--- src/rtl/mdu_pkg.sv ---
// Shared types and constants for the HI/LO multiply/divide unit.
package mdu_pkg;

  typedef enum logic [2:0] {
    MD_NOP   = 3'b000,
    MD_MULT  = 3'b001,
    MD_MULTU = 3'b010,
    MD_DIV   = 3'b011,
    MD_DIVU  = 3'b100,
    MD_MTHI  = 3'b101,
    MD_MTLO  = 3'b110,
    MD_RSVD  = 3'b111
  } mdop_t;

  typedef enum logic [1:0] {
    IDLE = 2'd0,
    MUL  = 2'd1,
    DIV  = 2'd2,
    FIX  = 2'd3
  } mdu_state_t;

  localparam logic [31:0] MDU_DIVZERO_LO = 32'hFFFF_FFFF;

endpackage

--- src/rtl/mdu_div_step.sv ---
// One restoring-division step: shift in a dividend bit,
// subtract the divisor if it fits.
module mdu_div_step #(
  parameter int n = 32
) (
  input  logic [n-1:0] rem,
  input  logic         dbit,
  input  logic [n-1:0] dvs,
  output logic [n-1:0] rem_nxt,
  output logic         qbit
);

  logic [n:0] sh;
  logic [n:0] diff;

  // Remainder stays below the divisor, so the n-bit result never overflows.
  assign sh      = {rem, dbit};
  assign diff    = sh - {1'b0, dvs};
  assign qbit    = ~diff[n];
  assign rem_nxt = qbit ? diff[n-1:0] : sh[n-1:0];

endmodule

--- src/rtl/hilo_mdu.sv ---
// Iterative multiply/divide unit with architectural HI/LO
// registers for the execute stage.
module hilo_mdu
  import mdu_pkg::*;
#(
  parameter int n = 32
) (
  input  logic         clock,
  input  logic         reset,
  input  logic         start,
  input  logic [2:0]   mdop,
  input  logic [n-1:0] a,
  input  logic [n-1:0] b,
  output logic [n-1:0] hi,
  output logic [n-1:0] lo,
  output logic         busy,
  output logic         done
);

  localparam int CW = $clog2(n);
  localparam logic [CW-1:0] LAST = CW'(n - 1);

  mdu_state_t    state_q, state_d;
  logic [CW-1:0] cnt_q, cnt_d;
  logic [2*n-1:0] p_q, p_d;
  logic [n-1:0]  mc_q, mc_d;
  logic [n-1:0]  hi_q, hi_d;
  logic [n-1:0]  lo_q, lo_d;
  logic          neg_q, neg_d;
  logic          rneg_q, rneg_d;
  logic          dz_q, dz_d;
  logic          isdiv_q, isdiv_d;
  logic          done_q, done_d;

  mdop_t         op;
  logic          sgn;
  logic          a_neg, b_neg;
  logic [n-1:0]  a_mag, b_mag;
  logic [n:0]    sum;
  logic [n-1:0]  rem_nxt;
  logic          qbit;
  logic [2*n-1:0] prod;
  logic [n-1:0]  quo, rem;

  assign op    = mdop_t'(mdop);
  assign sgn   = (op == MD_MULT) || (op == MD_DIV);
  assign a_neg = sgn & a[n-1];
  assign b_neg = sgn & b[n-1];
  assign a_mag = a_neg ? -a : a;
  assign b_mag = b_neg ? -b : b;

  assign sum = {1'b0, p_q[2*n-1:n]} +
               (p_q[0] ? {1'b0, mc_q} : '0);

  mdu_div_step #(.n(n)) u_step (
    .rem     (p_q[2*n-1:n]),
    .dbit    (p_q[n-1]),
    .dvs     (mc_q),
    .rem_nxt (rem_nxt),
    .qbit    (qbit)
  );

  assign prod = neg_q ? -p_q : p_q;
  assign quo  = neg_q ? -p_q[n-1:0] : p_q[n-1:0];
  assign rem  = rneg_q ? -p_q[2*n-1:n] : p_q[2*n-1:n];

  always_comb begin
    state_d = state_q;
    cnt_d   = cnt_q;
    p_d     = p_q;
    mc_d    = mc_q;
    hi_d    = hi_q;
    lo_d    = lo_q;
    neg_d   = neg_q;
    rneg_d  = rneg_q;
    dz_d    = dz_q;
    isdiv_d = isdiv_q;
    done_d  = 1'b0;
    unique case (state_q)
      IDLE: begin
        if (start) begin
          case (op)
            MD_MTHI: hi_d = a;
            MD_MTLO: lo_d = a;
            MD_MULT, MD_MULTU: begin
              state_d = MUL;
              cnt_d   = '0;
              p_d     = {{n{1'b0}}, b_mag};
              mc_d    = a_mag;
              neg_d   = a_neg ^ b_neg;
              rneg_d  = 1'b0;
              dz_d    = 1'b0;
              isdiv_d = 1'b0;
            end
            MD_DIV, MD_DIVU: begin
              state_d = DIV;
              cnt_d   = '0;
              p_d     = {{n{1'b0}}, a_mag};
              mc_d    = b_mag;
              neg_d   = a_neg ^ b_neg;
              rneg_d  = a_neg;
              dz_d    = (b == '0);
              isdiv_d = 1'b1;
            end
            default: ;
          endcase
        end
      end
      MUL: begin
        p_d   = {sum, p_q[n-1:1]};
        cnt_d = cnt_q + 1'b1;
        if (cnt_q == LAST) state_d = FIX;
      end
      DIV: begin
        p_d   = {rem_nxt, p_q[n-2:0], qbit};
        cnt_d = cnt_q + 1'b1;
        if (cnt_q == LAST) state_d = FIX;
      end
      FIX: begin
        state_d = IDLE;
        done_d  = 1'b1;
        if (isdiv_q) begin
          // Remainder of x/0 is x itself; quotient is forced.
          hi_d = rem;
          lo_d = dz_q ? n'(MDU_DIVZERO_LO) : quo;
        end else begin
          {hi_d, lo_d} = prod;
        end
      end
    endcase
  end

  always_ff @(posedge clock) begin
    if (reset) begin
      state_q <= IDLE;
      cnt_q   <= '0;
      p_q     <= '0;
      mc_q    <= '0;
      hi_q    <= '0;
      lo_q    <= '0;
      neg_q   <= 1'b0;
      rneg_q  <= 1'b0;
      dz_q    <= 1'b0;
      isdiv_q <= 1'b0;
      done_q  <= 1'b0;
    end else begin
      state_q <= state_d;
      cnt_q   <= cnt_d;
      p_q     <= p_d;
      mc_q    <= mc_d;
      hi_q    <= hi_d;
      lo_q    <= lo_d;
      neg_q   <= neg_d;
      rneg_q  <= rneg_d;
      dz_q    <= dz_d;
      isdiv_q <= isdiv_d;
      done_q  <= done_d;
    end
  end

  assign hi   = hi_q;
  assign lo   = lo_q;
  assign busy = (state_q != IDLE);
  assign done = done_q;

endmodule

--- config.mk ---
export PLATFORM = sky130hd
export DESIGN_NAME = hilo_mdu
export DESIGN_NICKNAME = d
export VERILOG_FILES = /design/src/rtl/mdu_pkg.sv /design/src/rtl/mdu_div_step.sv /design/src/rtl/hilo_mdu.sv
export SDC_FILE = /design/constraint.sdc
export NUM_CORES = 1
export LEC_CHECK = 0
export CORE_MARGIN = 3
export CORE_UTILIZATION = 35
export CTS_CLUSTER_SIZE = 10
export DETAILED_ROUTE_END_ITERATION = 7
export REMOVE_ABC_BUFFERS = 1
export SYNTH_ARGS = -nofsm -noshare
export SYNTH_HDL_FRONTEND = slang
export SYNTH_SLANG_ARGS = --single-unit
export TNS_END_PERCENT = 1
--- constraint.sdc ---
create_clock -name clock -period 4.3 [get_ports clock]
set_input_delay 0.645 -clock clock [delete_from_list [all_inputs] [get_ports clock]]
set_output_delay 0.645 -clock clock [all_outputs]
set_load 0.03 [all_outputs]
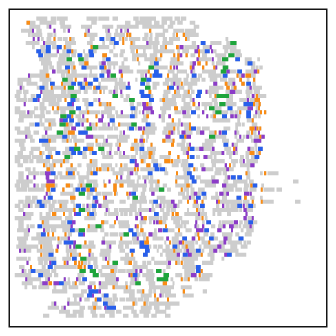
*Gate-type map, run 1*
nor cells: in orange, cells 276, most used nor2_1. nand cells: in purple, cells 259, most used nand2_1, where all over the die. mux cells: in green, cells 51, most used mux2_2. xor and xnor cells: in blue, cells 173, most used xnor2_1.
combinational share of cell area: 0.6067
most instantiated logic cell after routing: nor2_1
Final Instance Count excl. Fillers: 2,565

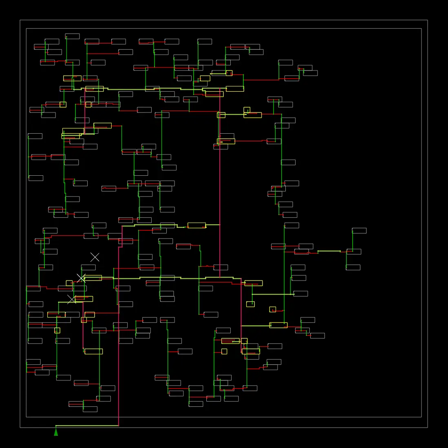
*Clock wiring as the flow saved it, run 1*
clk_lat worst skew: 0.47 ns
clock buffer count from CTS: 17
Power Clock: 0.00161 W
clock skew: 0.01666 ns
clkbuf count: 19

==> reports/results.txt, run 1 <==
TritonCTS clock tree = yes
Ys flop type = dfxtp_1
WL final = 56,190 um
Max IR drop VDD = 315.6 uV
Most flops, register = p_q
Area leader share = 0.2339
Tool warnings = 29
1st-pass router iterations = 8
Synth Cell Area = 14,720 um2
Failing checks = design-rule violations
Post-synth cell types = 80
Initial antenna violation count = 0
Placer Congestion = 0.9539
Met1 usage = 0.3360
Most used routing layer = met2
YS warnings = 0
Final Net Count = 2,167
Post-route DRC = 6
Reg2reg path depth = 14
Top cells by count = nor2_1 (221), a21oi_1 (209), dfxtp_1 (172)
Fin crit period = 3.893 ns
TNS Setup = 0 ns
CTS root buf = clkbuf_16
Max reg flops = 64
GR Layer Usage met2 = 0.3968
DRT met1 WL = 24,340 um
Gate power share = 0.471
CORE AREA = 41,200 um2
Pwr Total = 0.006869 W
Area grow syn2layout = 17.26%
Register area share after synthesis = 0.2339
R2r setup slk = 0.41 ns
CP Launch Type = flop
Crit path DRT = 4.64 ns
Comb pwr = 0.00323 W
Post-Syn Area per Cell = 7.543 um2
Iteration-0 DRC count of the detailed router = 1,742
Status = complete, but fails checks
Critical Path Sink = p_q[50]$_SDFFE_PP0P_
DIE WIDTH = 211.1 um
Top-Level Pins = 136
Fill count = 4,163
Worst-Margin Slew = 1.091 ns
Hold Buf Count CTS = 0
Worst Hold Launch = lo[2]$_SDFFE_PP0P_
Final setup violation count = 0
Ys flops = 172
Synth Instances = 1,952
Share of layout cells above drive strength 1 = 0.07870
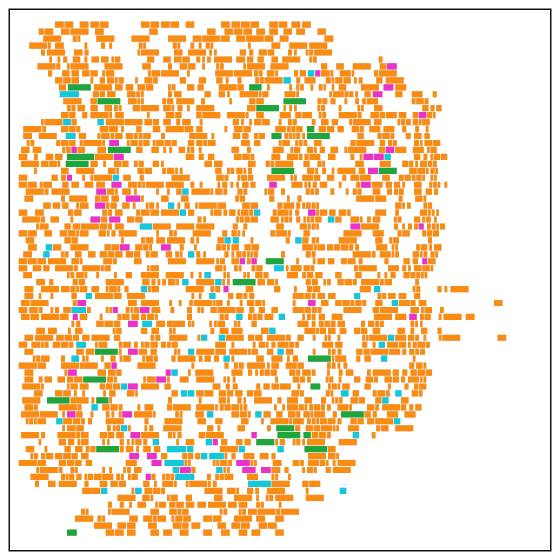
*Drive-strength map, run 1*
x3 and x4: in cyan, cells 75, share 3.7%, most used buf_4. x6 and larger: in green, cells 29, share 1.4%, most used clkbuf_16. x1 and smaller: in orange, cells 1,873, share 92%, most used nor2_1. x2: in magenta, cells 56, share 2.8%, most used mux2_2.

run 1: worst max-delay path: stages, from the launching register on:
cell and delay, ns:
dfxtp_1 0.32, inv_1 0.10, ha_1 0.20, fa_1 0.23, nor2b_1 0.08, o31ai_1 0.45, a31oi_1 0.33, o211ai_1 0.33
a211oi_1 0.16, or4_1 0.53, nand3_2 0.14, buf_12 0.23, mux2_2 0.35, a222oi_1 0.22, nor2_1 0.07
run 1: through the flow:
stage,util,setup WS (ns)
floorplan,-,0.1496
global placement,0.4048,0.3333
detailed placement,0.4048,0.2786
CTS,0.4190,0.4425
global route,0.4190,0.09035
finish,0.4190,0.4068
run 1: layout by cell type (no fill, tap or decap), types with 36 or more instances in the layout:
| master | n |
|---|---|
| ha_1 | 72 |
| buf_4 | 55 |
| dfxtp_1 | 172 |
| xor2_1 | 53 |
| nor2_1 | 218 |
| nand2_1 | 158 |
| inv_1 | 66 |
| xnor2_1 | 120 |
| o21ai_0 | 91 |
| a21oi_1 | 209 |
| a22oi_1 | 50 |
| a222oi_1 | 36 |
| clkdlybuf4s50_1 | 134 |
run 1: area by class of cell:
class                           instances  area [um2]  share of cell area
Tap cell                              532       665.6             0.03855
Multi-Input combinational cell       1569       10480              0.6067
Clock buffer                           19       452.9             0.02623
Timing Repair Buffer                  194        1846              0.1069
Inverter                               66       247.7             0.01435
Sequential cell                       172        3443              0.1994
Clock inverter                         13       135.1            0.007827
run 1: cells by family (layout without fill, tap and decap cells):
group                    count (synthesis)  in the layout  synth area share
AND-OR/OR-AND                          661            661            0.3029
XOR/XNOR                               173            173            0.1029
adder cells (fa/ha/maj)                 77             77           0.06645
buffers and inverters                  211            292           0.06084
flip-flops                             172            172            0.2339
multiplexers                            51             51           0.03696
AND/OR/NAND/NOR                        607            607            0.1961
### M2 wires, run 1

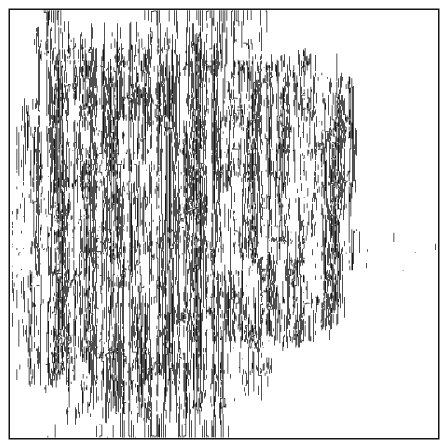

## Run 2: what changed since run 1
- ABC_AREA: default -> 1
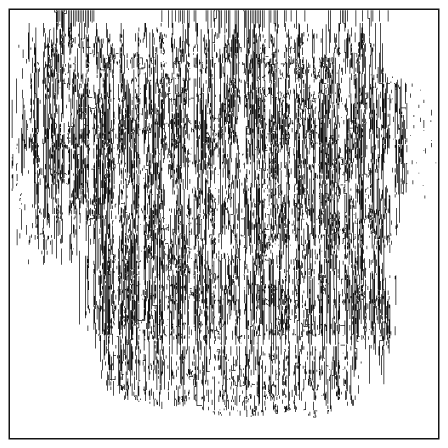
*M2 wires, run 2*
2,620 nets have wire on it. The layer holds 43% of the routed length.
routed via count: 21,570
WL final: 82,700 um
GR Layer Usage met2: 0.4473

==> run 2 against run 1 <==
The flow now finishes without violations. Flip-flop count unchanged. Global-route usage increased by 5.3 points. Sequential power increased by 2%. Clock power about the same. Via count increased by 38%. Hold slack improved by 0.019 ns. Die area increased by 20%. Non-clock buffer count decreased by 29. Critical path depth increased by 3. Critical endpoint is now p_q[53]$_SDFFE_PP0P_.
==> reports/results.txt, run 2 <==
Status = finished, final reports clean
Top-Level Pins = 136 (unchanged)
CP Launch Type = flop
Max reg flops = 64 (unchanged)
Clock skew = 0.01657 ns (-0.00009290 ns)
YS warnings = 0 (unchanged)
Comb pwr = 0.00559 W (+73%)
Final worst slack = 1.052 ns (+0.6450 ns)
Synth Instances = 3,187 (+63%)
Top cells by count = nand2_1 (949), inv_1 (437), nor2_1 (332)
Gate power share = 0.604 (+0.133)
CTS root buf = clkbuf_16
Post-Syn Area per Cell = 5.578 um2 (-26%)
TritonCTS clock tree = yes
Hold Buf Count CTS = 0 (unchanged)
Clock buffer count from CTS = 17 (unchanged)
Buf/Inv on CP = 2 (unchanged)
Power Clock = 0.00161 W (about the same)
Post-synth cell types = 52 (-35%)
Most frequent cell on the critical path = nand2_1
Worst-path cell chain = nand2_1 -> inv_1 -> ha_1 -> inv_1 -> fa_1 -> o21ai_0 -> nand2_1 -> nand2_1 -> nand3_1 -> nand2_1 -> nand2_1 -> nand2_1 -> nand2_1 -> nand3_1 -> nand2_1 -> nand2_1 -> a21oi_2
Clk_lat worst skew = 0.48 ns (about the same)
Iteration-0 DRC count of the detailed router = 2,689 (+54%)
DIE WIDTH = 231.4 um (+9.6%)
Area leader share = 0.2004 (-0.03347)
CORE AREA = 49,560 um2 (+20%)
Cell family with most CP delay = simple AND/OR/NAND/NOR gates
Register area share after synthesis = 0.1937 (-0.04016)
Register area = 3443 um2 (unchanged)
Number of cells on the critical path = 17 (+3)
Pwr Total = 0.009260 W (+35%)
Share of layout cells above drive strength 1 = 0.04011 (-0.03859)
Ys flops = 172 (unchanged)
Ys flop type = dfxtp_1
Reg2reg path depth = 17 (+3)
TNS Setup = 0 ns (unchanged)
Fin crit period = 3.248 ns (-0.6450 ns)
Area grow syn2layout = 14.14%
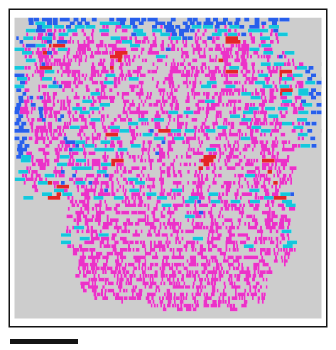
*Cell classes on the final placement, run 2*
The bar under the picture is 50 um long. Fill, decap, tap and diode cells in grey.
clock drivers and dummy loads: in red, cells 32. remaining buffers and delay cells: in blue, cells 165. registers: in cyan, cells 172. remaining logic cells: in magenta, cells 2,897.
sequential share of cell area: 0.1697
cell area after layout: 20,290 um2
Final Util: 0.4094
row cnt: 81

run 2: cell types whose count changed in the layout (fill, tap and decap cells not counted), moves of 36 or more:
cell      change
nand3_1     +215
o21ai_0     +123
a222oi_1     -36
xnor2_1     -105
inv_1       +370
nand2_1     +790
nor2_1      +114
run 2: final cells by class:
type / count / share of cell area
timing repair buffer: 165 / 0.07868
sequential: 172 / 0.1697
clock buffer: 18 / 0.02115
inverter: 448 / 0.08288
clock inverter: 14 / 0.006660
tap: 664 / 0.04094
multi-input combinational: 2449 / 0.6000
run 2: tightest hold or removal path: cells and delay by family (launching register included):
family,cells,cell delay (ns)
compound gates,1,0.05
flops,1,0.31
simple gates,1,0.06
run 2: logic make-up after synthesis:
logic type / count (synthesis) / share of synthesized area
AOI/OAI and AO/OA: 609 / 0.1953
and+or+nand+nor: 1692 / 0.3989
adders and majority gates: 77 / 0.05504
DFF: 172 / 0.1937
buffers and inverters: 566 / 0.1220
xor gates and xnor gates: 71 / 0.03498
run 2: per-layer routing:
layer  GRT usage  part of all wire  up-vias
li1            -                 -    10490
met5           0                 0        -
met1      0.4233              0.44     9820
met2      0.4473              0.43     1107
met4      0.1100             0.039        0
met3     0.06244             0.096      148
run 2: worst paths after layout:
check / start / endpoint / slack, ns
max: p_q[0]$_SDFFE_PP0P_ / p_q[53]$_SDFFE_PP0P_ / 1.05
min: cnt_q[4]$_SDFFE_PP0P_ / cnt_q[4]$_SDFFE_PP0P_ / 0.47
max reg2reg: p_q[0]$_SDFFE_PP0P_ / p_q[53]$_SDFFE_PP0P_ / 1.05
min reg2reg: cnt_q[4]$_SDFFE_PP0P_ / cnt_q[4]$_SDFFE_PP0P_ / 0.47
### Gate-type map, run 2

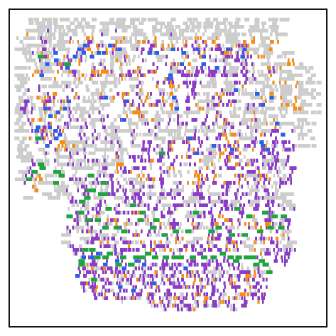

## Run 3: what changed since run 2
- clock period: 4.3 -> 3 ns (I/O delays scaled with it)
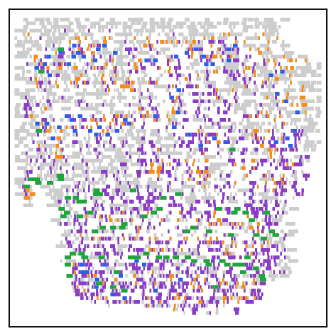
*Gate-type map, run 3*
nor cells: in orange, cells 396, most used nor2_1, where all over the die. xor and xnor cells: in blue, cells 71, most used xor2_1, where all over the die. fa/ha/maj cells: in green, cells 77, most used ha_1. nand cells: in purple, cells 1,274, most used nand2_1.

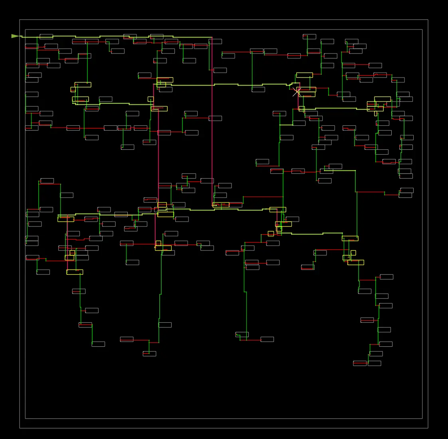
*Clock wiring as the flow saved it, run 3*
Power Clock: 0.00236 W
clk_lat worst skew: 0.48 ns
clock skew: 0.01035 ns

==> run 3 against run 2 <==
The flow now finishes with violations (design-rule violations). Count of clock-buffer cells in the layout rose by 4. Critical path depth fell by 5. Synthesized cell count did not move. Final cell count rose by 2.6%. Largest cell class unchanged. Die area did not move. Maximum frequency rose by 15%. Power rose by 51%. Flip-flop count did not move. Non-clock buffer count rose by 103. Routed wire length rose by 4.1%. Synthesized area did not move. Setup slack got worse by 0.88 ns.
==> reports/results.txt, run 3 <==
Status = complete, but fails checks
Failing checks = design-rule violations
Hold Buf Count CTS = 0 (unchanged)
Iteration-0 DRC count of the detailed router = 2,823 (+5.0%)
Clock buffer count from CTS = 17 (unchanged)
Pwr Total = 0.01401 W (+51%)
CP Launch Type = flop
Ys flop type = dfxtp_1
Max reg flops = 64 (unchanged)
Post-route DRC = 2
Final Util = 0.4278 (+0.01833)
Fin crit period = 2.828 ns (-0.4203 ns)
Tap Count = 664 (unchanged)
YS warnings = 0 (unchanged)
Inverters, non-clock = 448 (unchanged)
CTS root buf = clkbuf_16
Row cnt = 81 (unchanged)
Crit path from = p_q[0]$_SDFFE_PP0P_
Routed via count = 22,140 (+2.6%)
Ys flops = 172 (unchanged)
Buffering overhead = 0.1161 (+0.03741)
==> run 3: cell counts after synthesis <==
Identical to the previous run, type by type.
==> run 3: final timing paths <==
check | endpoint | slack, ns | cells after the start
worst max-delay path | hi[9]$_SDFFE_PP0P_ | 0.17 | 12
worst min-delay path | cnt_q[4]$_SDFFE_PP0P_ | 0.47 | 2
worst max register to register | hi[9]$_SDFFE_PP0P_ | 0.17 | 12
worst min register to register | cnt_q[4]$_SDFFE_PP0P_ | 0.47 | 2
==> run 3: power breakdown <==
group	internal, W	total (W)	switching [W]
logic	0.00268	0.00874	0.00607
clock network	0.00124	0.00236	0.00112
registers	0.00262	0.00291	0.000290
==> run 3: logic make-up (layout without fill, tap and decap cells) <==
group,count (synthesis),count (layout),synth area share
compound gates,609,609,0.1953
xor+xnor,71,71,0.03498
fa+ha+maj,77,77,0.05504
buf+inv,566,748,0.1220
flops,172,172,0.1937
other cells,0,1,0
simple gates,1692,1692,0.3989
==> run 3: critical path, cell delays in order, from the launching register on <==
cell     delay (ns)
dfxtp_1        0.36
buf_4          0.18
inv_2          0.07
nand3_1        0.09
nor2_2         0.29
nand2_1        0.31
nor2_1         0.31
nand2_1        0.19
nand2_1        0.21
nand2_1        0.18
nand3_1        0.11
nand3_1        0.23
a31oi_1        0.21
==> run 3: repair_timing <==
item | 4_1_cts | 5_1_grt
gates resized | 0 | 6
buffers inserted | 0 | 1
hold endpoints to repair | 0 | 0
setup endpoints to repair | 0 | 9
==> run 3: routing by layer <==
layer,track usage,up-vias,wire (um)
met5,0,-,0
met4,0.1007,0,3014
met3,0.06514,145,8689
met2,0.4673,1079,36490
met1,0.4430,10210,37900
li1,-,10700,-
No activity file was given, so power comes from the tool's default toggle rates.
